run_1/layer_met4.png
Supply wires on this layer in gray.
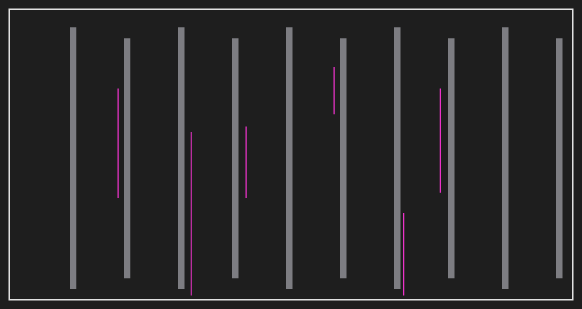
run_1/wires.png
Only two layers are drawn.
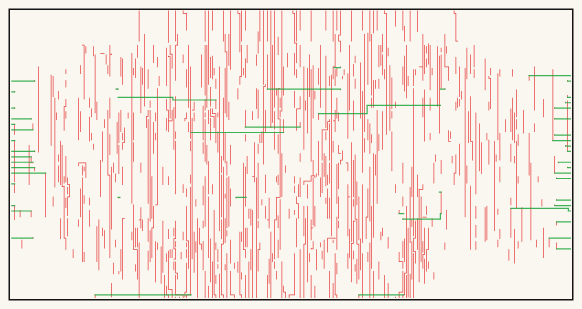
run_1/layer_met1.png
Supply wires on this layer in gray.
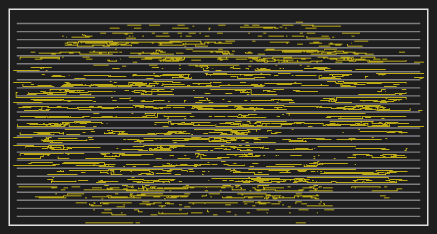
==> config.mk <==
export PLATFORM = sky130hd
export DESIGN_NAME = operand_loader
export DESIGN_NICKNAME = d
export VERILOG_FILES = /design/src/rtl/operand_loader_pkg.sv /design/src/rtl/opl_watchdog.sv /design/src/rtl/operand_loader.sv
export SDC_FILE = /design/constraint.sdc
export NUM_CORES = 1
export LEC_CHECK = 0
export CORE_ASPECT_RATIO = 0.5
export CORE_MARGIN = 2
export CORE_UTILIZATION = 42
export DETAILED_ROUTE_END_ITERATION = 7
export PLACE_DENSITY = 0.76
export SLEW_MARGIN = 40
export SYNTH_ARGS = -nofsm -noshare
export SYNTH_HDL_FRONTEND = slang
export SYNTH_SLANG_ARGS = --single-unit
==> constraint.sdc <==
create_clock -name clk -period 1.4 [get_ports clk]
set_input_delay 0.28 -clock clk [delete_from_list [all_inputs] [get_ports clk]]
set_output_delay 0.28 -clock clk [all_outputs]
set_load 0.005 [all_outputs]
==> out/results.ini, run 1 <==
[run_status]
status = finished, final reports clean

[timing]
slew_viol_final = 0
setup_viol = 0
clock_skew_ns = 0.0107
post-route-period-util_pct = 94.9
fmax_mhz = 752
hold_viol_final = 0
min_period_ns = 1.33
final.setup.tns_ns = 0

[finish]
syn_to_final_growth_pct = 42.0
nets = 524
drive_gt1_share_pct = 15.0
instances_no_fill = 625
diodes = 0

[place]
placed_cells = 608
dpl.hpwl_um = 6570
place_congestion = 0.790
port_buffers = 118

[power_and_ir_drop]
ir_drop_mv = 0.657
p_leak_uw = 0.00286
powerDensity_nw_per_um2 = 1070

[worst_hold_path]
hold_class = input pin to flop
hold_depth = 3

[detailed_routing]
dr.pass1.iters = 4
drc = 0
drt_iter0_drc = 150
ant_nets = 0
avgViaCountPerCell = 4.80

[yosys]
synth_flops = 101
yosys.area.top_type_share_pct = 51.2
flop_cell = dfxtp_1
syn_inst = 383
ys_top_cells_by_area = dfxtp_1 51%, mux2i_1 20%, nand2b_1 16%
avgSynthCellArea_um2 = 10.3
synth-edff-count = 0
syn_area_um2 = 3950
postSynthNetCount = 404
ys_warn_count = 0
yosys.area.top_type = dfxtp_1
top_cells_by_count = 101 x dfxtp_1, 98 x nand2b_1, 80 x mux2i_1, 37 x nand2_1, 20 x a21oi_1
async_flop_share_pct = 0
synth.most_common_cell = dfxtp_1
yosys_cells = 383
ys_seq_share_pct = 51.2
ys_area_um2 = 3950
yosysUniqueCellTypes = 23

[floorplan]
core_area_um2 = 8920
die-area_um2 = 10200
fp-utilization_pct = 44.3
rows = 24
die_w_um = 141
die_y_um = 72.6
ios = 120

[worst_setup_path]
arrival_ns = 1.55
startpoint_type = flop
worst_path_largest_cell_delay_ns = 0.37
cp-end-kind = flop
cp_top_family = flip-flops
worst-path-stages = 5
critical_path.cell_chain = nor3b_4 -> buf_4 -> nand3_2 -> buf_12 -> mux2i_1
worst_path_max_delay_cell = dfxtp_4
r2r_cells = 5
worstSetupPathType = flop to flop
crit_path_max_fanout = 16
required_ns = 1.62
critPathBufInv = 2
regToRegSetupSlack_ns = 0.07

[clocking]
clock_latency_ns = 0.35
root_buffer = clkbuf_16
numCtsBuffers = 9
clkSlewWorstSetupHoldPaths_ns = 0.07
cts.sinks = 101
cts_tree = yes
cts.path.max_buffers = 2
htreeDepth = 3
cts_hold_buf = 0

[run]
warnings = 26
maxCapViolCount = 0

[grt]
grt_pass1_vias = 2852
grt_max_degree = 57
antenna_found_initial = 0
grt_pass1_wl_um = 15200
grt_overflow_total = 0

Notes on layer_met4.png above:
longest straight run = 40.8 um
nets with wire on the layer = 3
main direction = vertical
share of all routed wire = 1.5%
wire length on this layer = 144 um
final WL: 9530 um
DR vias: 2,998

Notes on wires.png above:
metal 3 -> green  # wire length 305 um
metal 2 -> red  # wire length 4,600 um
Avg WL per Cell: 15.2 um
Tot GR Track Use: 19.3%

Notes on layer_met1.png above:
wire length on this layer = 4,480 um
main direction = horizontal
nets with wire on the layer = 476
met1 Usage GRT: 24.4%

-- run 1: final cells by class --
class                           count  area [um2]
Timing Repair Buffer              135        1300
Clock buffer                        9         225
Clock inverter                      7        65.1
Multi-Input combinational cell    254        1800
Fill cell                         775        3310
Sequential cell                   101        2070
Tap cell                          117         146
Inverter                            2        7.51
-- run 1: cells by family after synthesis --
group                      count (synthesis)  synth area share (%)
AOI/OAI and AO/OA                         22                  3.04
adders and majority gates                  1                 0.317
buffers and inverters                     28                  3.51
DFF                                      101                  51.2
muxes                                     80                  20.3
other                                      1                0.0949
and+or+nand+nor                          150                  21.6
-- run 1: through the flow --
| stage | area (um2) | utilization [%] | setup WS, ns | hold slack (ns) | power (uW) |
|---|---|---|---|---|---|
| global route | 5610 | 62.9 | -0.00703 | 0.393 | 6240 |
| floorplan | 3960 | - | 0.00295 | 0.416 | 3370 |
| finish | 5610 | 62.9 | 0.0709 | 0.377 | 6000 |
| global placement | 5380 | 60.3 | -0.294 | 0.442 | 3700 |
| detailed placement | 5380 | 60.3 | -0.321 | 0.446 | 3710 |
| CTS | 5590 | 62.6 | 0.00949 | 0.370 | 6070 |
-- run 1: power by group --
part | total, uW | switching (uW) | internal [uW]
Clock | 2420 | 1170 | 1250
Combinational | 571 | 262 | 309
Sequential | 3010 | 52.7 | 2960
Total | 6000 | 1480 | 4520
-- run 1: repair_timing --
action                     in CTS  in global routing
gates resized                 133                 10
buffers inserted                0                  1
setup endpoints to repair      99                 50
cloned                          0                  0
pin swaps                       0                  2
-- run 1: routing by layer --
metal	GRT usage, %	share of wire (%)	up-vias
met5	0	0	-
met4	7.00	1.5	0
met3	4.27	3.2	14
met2	33.2	48	54
met1	24.4	47	1431
li1	-	-	1499
-- run 1: placed cells by master (no fill, tap or decap), types with 8 or more instances in the layout --
cell / instances
buf_4: 8
a21oi_1: 20
dfxtp_1: 65
buf_12: 9
mux2i_1: 80
clkdlybuf4s50_1: 17
clkbuf_16: 9
dlygate4sd2_1: 98
dfxtp_2: 34
nand2b_1: 98
nand2_1: 37
-- run 1: worst min-delay path, cell delays in order --
cell and delay (ns):
buf_2 0.13, buf_12 0.21, a21oi_1 0.06
==> run 2, diff against run 1 <==
--- a/config.mk
+++ b/config.mk
@@ -5,6 +5,7 @@
 export SDC_FILE = /design/constraint.sdc
 export NUM_CORES = 1
 export LEC_CHECK = 0
+export ABC_AREA = 1
 export CORE_ASPECT_RATIO = 0.5
 export CORE_MARGIN = 2
 export CORE_UTILIZATION = 42
@@ -14,3 +15,4 @@
 export SYNTH_ARGS = -nofsm -noshare
 export SYNTH_HDL_FRONTEND = slang
 export SYNTH_SLANG_ARGS = --single-unit
+export TNS_END_PERCENT = 5
run_2/clocks.png
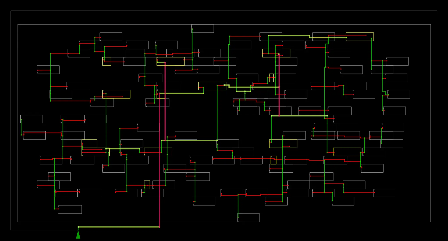
clk sink count: 101
Latency at later pin: 0.35 ns
# clk buffers: 11
clock group power: 2280 uW

run_2/layer_met1.png
Supply wires on this layer in gray.
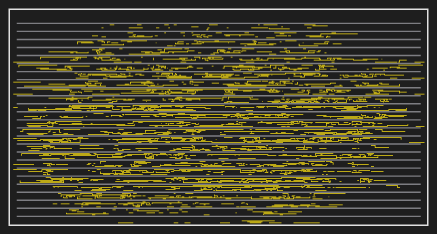
longest straight run = 60.3 um
wire length on this layer = 4,800 um
share of all routed wire = 43%
final WL: 11,200 um
met1 Usage GRT: 29.5%
DR vias: 3,839

run_2/io_fan.png
Bar = 50 um.
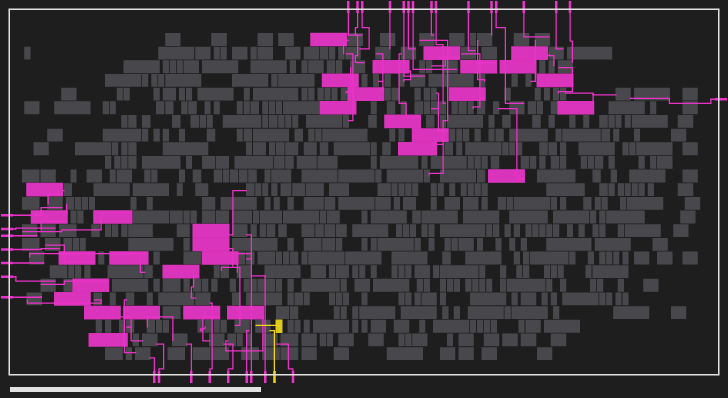
data_in3 -> magenta  # direction output, end cells 32, buffers 32, wire 784 um
in_ready -> yellow  # direction output, end cells 1, buffers 1, wire 13.8 um
port bufs: 118
I/O pin count: 120

==> run 2 against run 1 <==
  * Hold slack improved by 0.098 ns
  * Non-clock buffer count up 12
  * Via count grew 28%
  * Clock skew down 0.0053 ns
  * Final area is 0.69% higher
  * Synthesized cell count grew 46%
  * Register-to-register slack improved by 0.05 ns
  * Cell count grew 29%
  * Utilization is 0.43 points higher
  * Largest power group unchanged
==> out/results.ini, run 2 <==
[worst_setup_path]
regToRegSetupSlack_ns = 0.12
worst-path-stages = 3
worst_path_max_delay_cell = clkdlybuf4s50_1
startpoint_type = input pin
cp-end-kind = output pin
worstSetupPathType = input pin to output pin
worst_path_largest_cell_delay_ns = 0.48
crit_path_max_fanout = 2
r2r_cells = 7
critical_path.cell_chain = clkdlybuf4s50_1 -> nor2_1 -> dlygate4sd2_1
critPathBufInv = 2
cp_top_family = buffers and inverters
required_ns = 1.12

[yosys]
top_cells_by_count = 194 x nor2_1, 116 x nand2_1, 101 x dfxtp_1, 51 x nand3_1, 22 x inv_1
avgSynthCellArea_um2 = 7.07
synth.most_common_cell = nor2_1
synth_flops = 101
ys_warn_count = 0
syn_inst = 558
yosys_cells = 558
postSynthNetCount = 579
flop_cell = dfxtp_1
async_flop_share_pct = 0
ys_seq_share_pct = 51.3
yosysUniqueCellTypes = 19
synth-edff-count = 0
ys_area_um2 = 3940
yosys.area.top_type = dfxtp_1
syn_area_um2 = 3940

[place]
dpl.hpwl_um = 7820
preCtsSetupSlack_ns = -0.212
place_congestion = 0.889

[power_and_ir_drop]
p_leak_uw = 0.00286
p_total_uw = 6310
powerDensity_nw_per_um2 = 1120
ir_drop_mv = 0.636

[timing]
slew_viol_final = 0
rsz0062_at_grt = false
setup_slack_ns = 0.0640
hold_viol_final = 0
final.setup.tns_ns = 0
setup_viol = 0
clock_skew_ns = 0.00542
fmax_mhz = 749
min_period_ns = 1.34

[run]
maxCapViolCount = 0
warnings = 26

[clocking]
cts_hold_buf = 0
cts_tree = yes
htreeDepth = 3
numCtsBuffers = 9
root_buffer = clkbuf_16
cts.path.max_buffers = 2
clkSlewWorstSetupHoldPaths_ns = 0.06

[floorplan]
core_area_um2 = 8920
die_w_um = 141
die-area_um2 = 10200
die_y_um = 72.5
rows = 24
fp-utilization_pct = 44.2

[finish]
drive_gt1_share_pct = 11.9
diodes = 0
syn_to_final_growth_pct = 43.4
final_cell_mix = 194 x nor2_1, 116 x nand2_1, 99 x dlygate4sd2_1
lay_top_count = nor2_1
nets = 706
final_core_util_pct = 63.4

[detailed_routing]
routedWlPerCell_um = 13.9
dr.pass1.iters = 4
drt_iter0_drc = 327
drc = 0
ant_nets = 0
avgViaCountPerCell = 4.76

[grt]
met3_usage_pct = 5.54
grt_pass1_vias = 3568
grtUsageMet2_pct = 38.4
top_usage_layer = met2
grt_overflow_total = 0
antenna_found_initial = 0
grt_pass1_wl_um = 17700
grt_usage_pct = 22.8

[run_status]
status = finished, final reports clean

[worst_hold_path]
hold_class = flop to flop
hold_depth = 2

run 2: netlist changes by cell type in the layout (fill, tap and decap cells not counted), moves of 7 or more:
| cell | change |
|---|---|
| dfxtp_2 | -15 |
| buf_4 | +9 |
| mux2i_1 | -80 |
| nand2b_1 | -98 |
| dfxtp_1 | +17 |
| nor2_1 | +191 |
| o21ai_0 | +7 |
| inv_1 | +19 |
| nand2_1 | +79 |
| o21ai_1 | +11 |
| inv_2 | +7 |
| nand3_1 | +48 |
| a21oi_1 | -17 |
run 2: kinds of logic (layout without fill, tap and decap cells):
logic type	count (synthesis)	in the layout	synth area share, %
AND/OR/NAND/NOR	373	373	38.7
flip-flops	101	101	51.3
buffers and inverters	60	191	6.76
AND-OR/OR-AND	22	22	2.79
adder cells (fa/ha/maj)	1	1	0.317
other	1	1	0.0951
run 2: what timing repair did:
| action | 4_1_cts | 5_1_grt |
|---|---|---|
| gates resized | 117 | 3 |
| setup buffers | 0 | 1 |
| endpoints found under the setup margin | 99 | 18 |
run 2: area by class of cell:
cell class                      instances  area [um2]
Inverter                               29         113
Multi-Input combinational cell        397        1650
Sequential cell                       101        2050
Tap cell                              117         146
Clock buffer                           11         243
Clock inverter                          4        25.0
Fill cell                             810        3270
Timing Repair Buffer                  147        1430
run 2: power breakdown:
| group | switching (uW) | leakage, uW | total [uW] | internal [uW] |
|---|---|---|---|---|
| logic | 500 | 0.00191 | 932 | 433 |
| clock network | 1040 | 0.000127 | 2280 | 1240 |
| registers | 77.2 | 0.000830 | 3100 | 3020 |
| total | 1620 | 0.00286 | 6310 | 4690 |
run 2: routing by layer:
layer	share of wire (%)	up-vias
met5	0	-
met4	1.1	0
met3	7.8	9
met2	48	101
met1	43	1761
li1	-	1968
run 2: metrics by stage:
| step | hold WS, ns | instances | cell area (um2) |
|---|---|---|---|
| floorplan | 0.349 | 558 | 3940 |
| global placement | 0.460 | 790 | 5460 |
| detailed placement | 0.472 | 790 | 5460 |
| CTS | 0.481 | 805 | 5630 |
| global route | 0.497 | 806 | 5650 |
| finish | 0.475 | 806 | 5650 |
run 2: worst reg2reg max path, cell delays in order (launching register included):
cell	delay [ns]
dfxtp_1	0.37
inv_2	0.07
ha_1	0.19
inv_1	0.09
nor2_4	0.05
inv_2	0.22
nor2_1	0.08
nor2_1	0.13
Power and IR drop assume default switching activity.
